`src/rtl/ps2_threshold_config.sv`:
```
// Keyboard-driven threshold configuration: filters PS/2 make codes, runs the
// select/digit/confirm dialogue and holds the committed low/high thresholds.
module ps2_threshold_config #(
  parameter logic [2:0]  LOW_DEFAULT    = 3'd4,
  parameter logic [2:0]  HIGH_DEFAULT   = 3'd6,
  parameter int unsigned TIMEOUT_CYCLES = 250_000_000,
  parameter int unsigned TW             = 28
) (
  input  logic       clk,
  input  logic       reset,
  input  logic       rx_done,
  input  logic [7:0] scan_code,
  output logic [2:0] thr_low,
  output logic [2:0] thr_high,
  output logic [1:0] cfg_state,
  output logic [2:0] pend_digit,
  output logic       commit,
  output logic       err
);

  localparam logic [TW-1:0] TIMER_LAST = TW'(TIMEOUT_CYCLES - 1);

  typedef enum logic [1:0] {
    IDLE = 2'b00,
    SEL  = 2'b01,
    DIG  = 2'b10
  } state_t;

  state_t        state_q, state_d;
  logic          target_q, target_d;
  logic [2:0]    pend_q, pend_d;
  logic [2:0]    low_q, low_d;
  logic [2:0]    high_q, high_d;
  logic          commit_q, commit_d;
  logic          err_q, err_d;
  logic          brk_q, brk_d;
  logic          ext_q, ext_d;
  logic [TW-1:0] timer_q, timer_d;

  logic       plain;
  logic       is_digit;
  logic [2:0] digit;
  logic       is_l, is_h, is_enter, is_esc;
  logic       key;

  // Key decode: only plain make codes from the recognised key set count.
  always_comb begin
    plain    = rx_done && !brk_q && !ext_q &&
               (scan_code != 8'hF0) && (scan_code != 8'hE0);
    is_digit = 1'b1;
    digit    = 3'd0;
    case (scan_code)
      8'h45:   digit = 3'd0;
      8'h16:   digit = 3'd1;
      8'h1E:   digit = 3'd2;
      8'h26:   digit = 3'd3;
      8'h25:   digit = 3'd4;
      8'h2E:   digit = 3'd5;
      8'h36:   digit = 3'd6;
      8'h3D:   digit = 3'd7;
      default: is_digit = 1'b0;
    endcase
    is_l     = (scan_code == 8'h4B);
    is_h     = (scan_code == 8'h33);
    is_enter = (scan_code == 8'h5A);
    is_esc   = (scan_code == 8'h76);
    key      = plain && (is_digit || is_l || is_h || is_enter || is_esc);
  end

  always_ff @(posedge clk or negedge reset) begin
    if (!reset) begin
      state_q  <= IDLE;
      target_q <= 1'b0;
      pend_q   <= 3'd0;
      low_q    <= LOW_DEFAULT;
      high_q   <= HIGH_DEFAULT;
      commit_q <= 1'b0;
      err_q    <= 1'b0;
      brk_q    <= 1'b0;
      ext_q    <= 1'b0;
      timer_q  <= '0;
    end else begin
      state_q  <= state_d;
      target_q <= target_d;
      pend_q   <= pend_d;
      low_q    <= low_d;
      high_q   <= high_d;
      commit_q <= commit_d;
      err_q    <= err_d;
      brk_q    <= brk_d;
      ext_q    <= ext_d;
      timer_q  <= timer_d;
    end
  end

  always_comb begin
    state_d  = state_q;
    target_d = target_q;
    pend_d   = pend_q;
    low_d    = low_q;
    high_d   = high_q;
    commit_d = 1'b0;
    err_d    = 1'b0;
    brk_d    = brk_q;
    ext_d    = ext_q;
    timer_d  = timer_q;

    // Prefix flags swallow exactly one following non-prefix byte.
    if (rx_done) begin
      if (scan_code == 8'hF0) begin
        brk_d = 1'b1;
      end else if (scan_code == 8'hE0) begin
        ext_d = 1'b1;
      end else begin
        brk_d = 1'b0;
        ext_d = 1'b0;
      end
    end

    if (key) begin
      timer_d = '0;
      case (state_q)
        IDLE: begin
          if (is_l || is_h) begin
            state_d  = SEL;
            target_d = is_h;
          end
        end
        SEL: begin
          if (is_digit) begin
            state_d = DIG;
            pend_d  = digit;
          end else if (is_l || is_h) begin
            target_d = is_h;
          end else if (is_esc) begin
            state_d = IDLE;
          end
        end
        DIG: begin
          if (is_digit) begin
            pend_d = digit;
          end else if (is_l || is_h) begin
            target_d = is_h;
          end else if (is_esc) begin
            state_d = IDLE;
            pend_d  = 3'd0;
          end else if (is_enter) begin
            state_d = IDLE;
            pend_d  = 3'd0;
            // Accept only values that keep low strictly below high.
            if (!target_q && (pend_q < high_q)) begin
              low_d    = pend_q;
              commit_d = 1'b1;
            end else if (target_q && (pend_q > low_q)) begin
              high_d   = pend_q;
              commit_d = 1'b1;
            end else begin
              err_d = 1'b1;
            end
          end
        end
        default: begin
          state_d = IDLE;
          pend_d  = 3'd0;
        end
      endcase
    end else if (state_q != IDLE) begin
      if (timer_q == TIMER_LAST) begin
        state_d = IDLE;
        pend_d  = 3'd0;
        err_d   = 1'b1;
        timer_d = '0;
      end else begin
        timer_d = timer_q + TW'(1);
      end
    end
  end

  assign thr_low    = low_q;
  assign thr_high   = high_q;
  assign cfg_state  = state_q;
  assign pend_digit = pend_q;
  assign commit     = commit_q;
  assign err        = err_q;

endmodule

```
`config.mk`:
```
export PLATFORM = sky130hd
export DESIGN_NAME = ps2_threshold_config
export DESIGN_NICKNAME = d
export VERILOG_FILES = /design/src/rtl/ps2_threshold_config.sv
export SDC_FILE = /design/constraint.sdc
export NUM_CORES = 1
export LEC_CHECK = 0
export ABC_CLOCK_PERIOD_IN_PS = 2900
export CORE_MARGIN = 5
export CORE_UTILIZATION = 52
export DETAILED_ROUTE_END_ITERATION = 6
export GPL_TIMING_DRIVEN = 0
export PLACE_DENSITY_LB_ADDON = 0.15
export SYNTH_ARGS = -nofsm -noshare
export SYNTH_HDL_FRONTEND = slang
export SYNTH_SLANG_ARGS = --single-unit
```
`constraint.sdc`:
```
create_clock -name clk -period 2.9 [get_ports clk]
set_input_delay 0.725 -clock clk [delete_from_list [all_inputs] [get_ports clk]]
set_output_delay 0.725 -clock clk [all_outputs]
set_load 0.01 [all_outputs]
```
==> flow_summary_export.csv <==
group,metric,value,unit
layout,fin_area,3440,um^2
clock_network,post_cts_buffers,3,
power,seq-power,811,uW
synth,simple_gate_area_share,26.7,%
synth,top_cells_by_area,"dfrtp_1, ha_1, a21oi_1",
layout,max_flop_register,"timer_q",
synth,synth_area,2910,um^2
detailed_routing,met1Wirelength,3230,um
worst_setup_path,max_stage_delay,590,ps
clock_network,cts-root-buf,"clkbuf_8",
synth,ys_sh_xor,4.21,%
layout,lay_top_cells,"dfrtp_1, nor2_1, a21oi_1",
layout,seq_share,32.1,%
final_timing,rsz0062_at_grt,"true",
floorplanning,coreArea,5470,um^2
run,maxCapViolations,0,
power,p_clk,395,uW
layout,area_share_clock_buf_inv,2.62,%
power,p_per_area,523,nW/um^2
global_routing,busiest_layer,"met2",
power,vdd_drop_max,0.531,mV
detailed_routing,drcViolationCount,0,
final_timing,min_period,2860,ps
worst_setup_path,critPathArrivalTime,3030,ps
final_timing,clock_skew,8.98,ps
synth,synthAoiAreaFrac,18.8,%
final_timing,relSlewSlack,56.1,%
worst_setup_path,crit_path_end_kind,"register",
synth,synth_cell_types,60,
worst_setup_path,critPathCapture,"pend_digit[1]$_DFFE_PN0P_",
clock_network,ctsResizeCount,5,
layout,area_growth,18.0,%
clock_network,cts.clk_slew.worst_paths,80,ps
worst_setup_path,crit_slowest_cell,"or4b_4",
floorplanning,die_h,84.8,um
worst_setup_path,critPathKind,"input port to register",
detailed_routing,viasPerCell,5.97,
global_routing,grt_use_met2,30.1,%
synth,synth_cells,316,
worst_setup_path,path_cells,"clkdlybuf4s50_1, or4b_4, o21a_1, and2_1, o2bb2ai_1, a211o_1, mux2_1",
power,p_sw,665,uW
worst_setup_path,r2r_start,"timer_q[14]$_DFFE_PN0P_",
worst_setup_path,worstRegToRegCells,6,
detailed_routing,highest_layer,"met4",
final_timing,worst_slack,45.0,ps
layout,fin_cells,422,
power,p_comb,591,uW
clock_network,clock_latency,300,ps
detailed_routing,drt_pass1_iterations,4,
worst_hold_path,hold_class,"input port to async pin",
global_routing,grt_pass1_wl,11200,um
worst_setup_path,critPathLaunchType,"input port",
worst_setup_path,worst-r2r-setup-slack,300,ps
clock_network,cts_tree,"built",
floorplanning,die_w,84.8,um
layout,nClkBuffers,8,
global_routing,grt_remaining_overflow,0,
placed_design,dpl-instance-area,3230,um^2
power,seqPwrFrac,45.1,%
synth,ys_cells,316,
synth,numSynthFlops,44,
global_routing,grt_pass1_vias,2362,
layout,nFlopsAndLatches,44,
layout,fill_cells,512,
floorplanning,rows,27,
clock_network,ctsHoldBuffers,0,
placed_design,io_buffers,21,
final_timing,tns,0,ps
layout,drive_above_1_share,12.3,%
power,clockPowerShare,22.0,%
run,tool_warnings,30,
floorplanning,dieArea,7200,um^2
clock_network,htree_levels,2,
worst_setup_path,critPathBufInv,1,
clock_network,cts_buffers,5,
synth,edf_count,0,
synth,top_area_share,35.2,%
synth,fa_ha_area_share,4.30,%
synth,syn_avg_cell_area,9.22,um^2
synth,ys_seq_share,37.9,%
layout,fin_util,62.8,%
synth,synth_nets,337,
placed_design,dp_slack,-491,ps
detailed_routing,ant_nets,0,
worst_setup_path,cp.depth,7,
outcome,status,"completed",
final_timing,whs,395,ps
synth,ys_sh_mux,4.08,%
layout,n_all_buffers,37,
layout,antenna_cells,0,
final_timing,finalCritPeriodShare,98.4,%
global_routing,grtUsageMet3,3.69,%
placed_design,placed_cells,410,
clock_network,cts.sinks,44,
final_timing,tightest_slew,653,ps
worst_setup_path,critPathTopFamily,"simple AND/OR/NAND/NOR gates",
floorplanning,core_util_floorplan,53.2,%
global_routing,grt_max_degree,26,
power,power,1800,uW
Fig. 1: port wiring
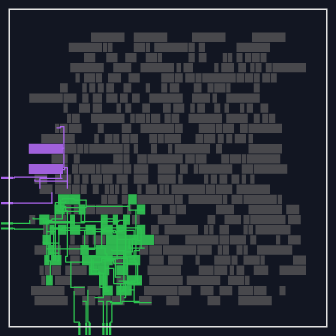
[cfg_state] purple | bits: 2 | direction: output | edge: left | end cells: 2 | buffers: 2 | wire: 64.9 um
[scan_code] green | bits: 8 | direction: input | edge: 6 bottom, 2 left | end cells: 38 | buffers: 11 | wire: 586 um

Fig. 2: wiring by layer
Bar = 20 um.
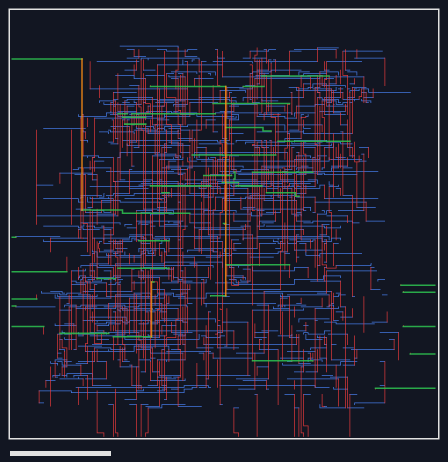
[M4] orange | wire length: 82.3 um
[M1] blue | wire length: 3230 um
[M3] green | wire length: 323 um
[M2] red | wire length: 3100 um
via count: 2521
Post-Route WL: 6730 um
gr usage total: 19.1%

Power and IR drop assume default switching activity.
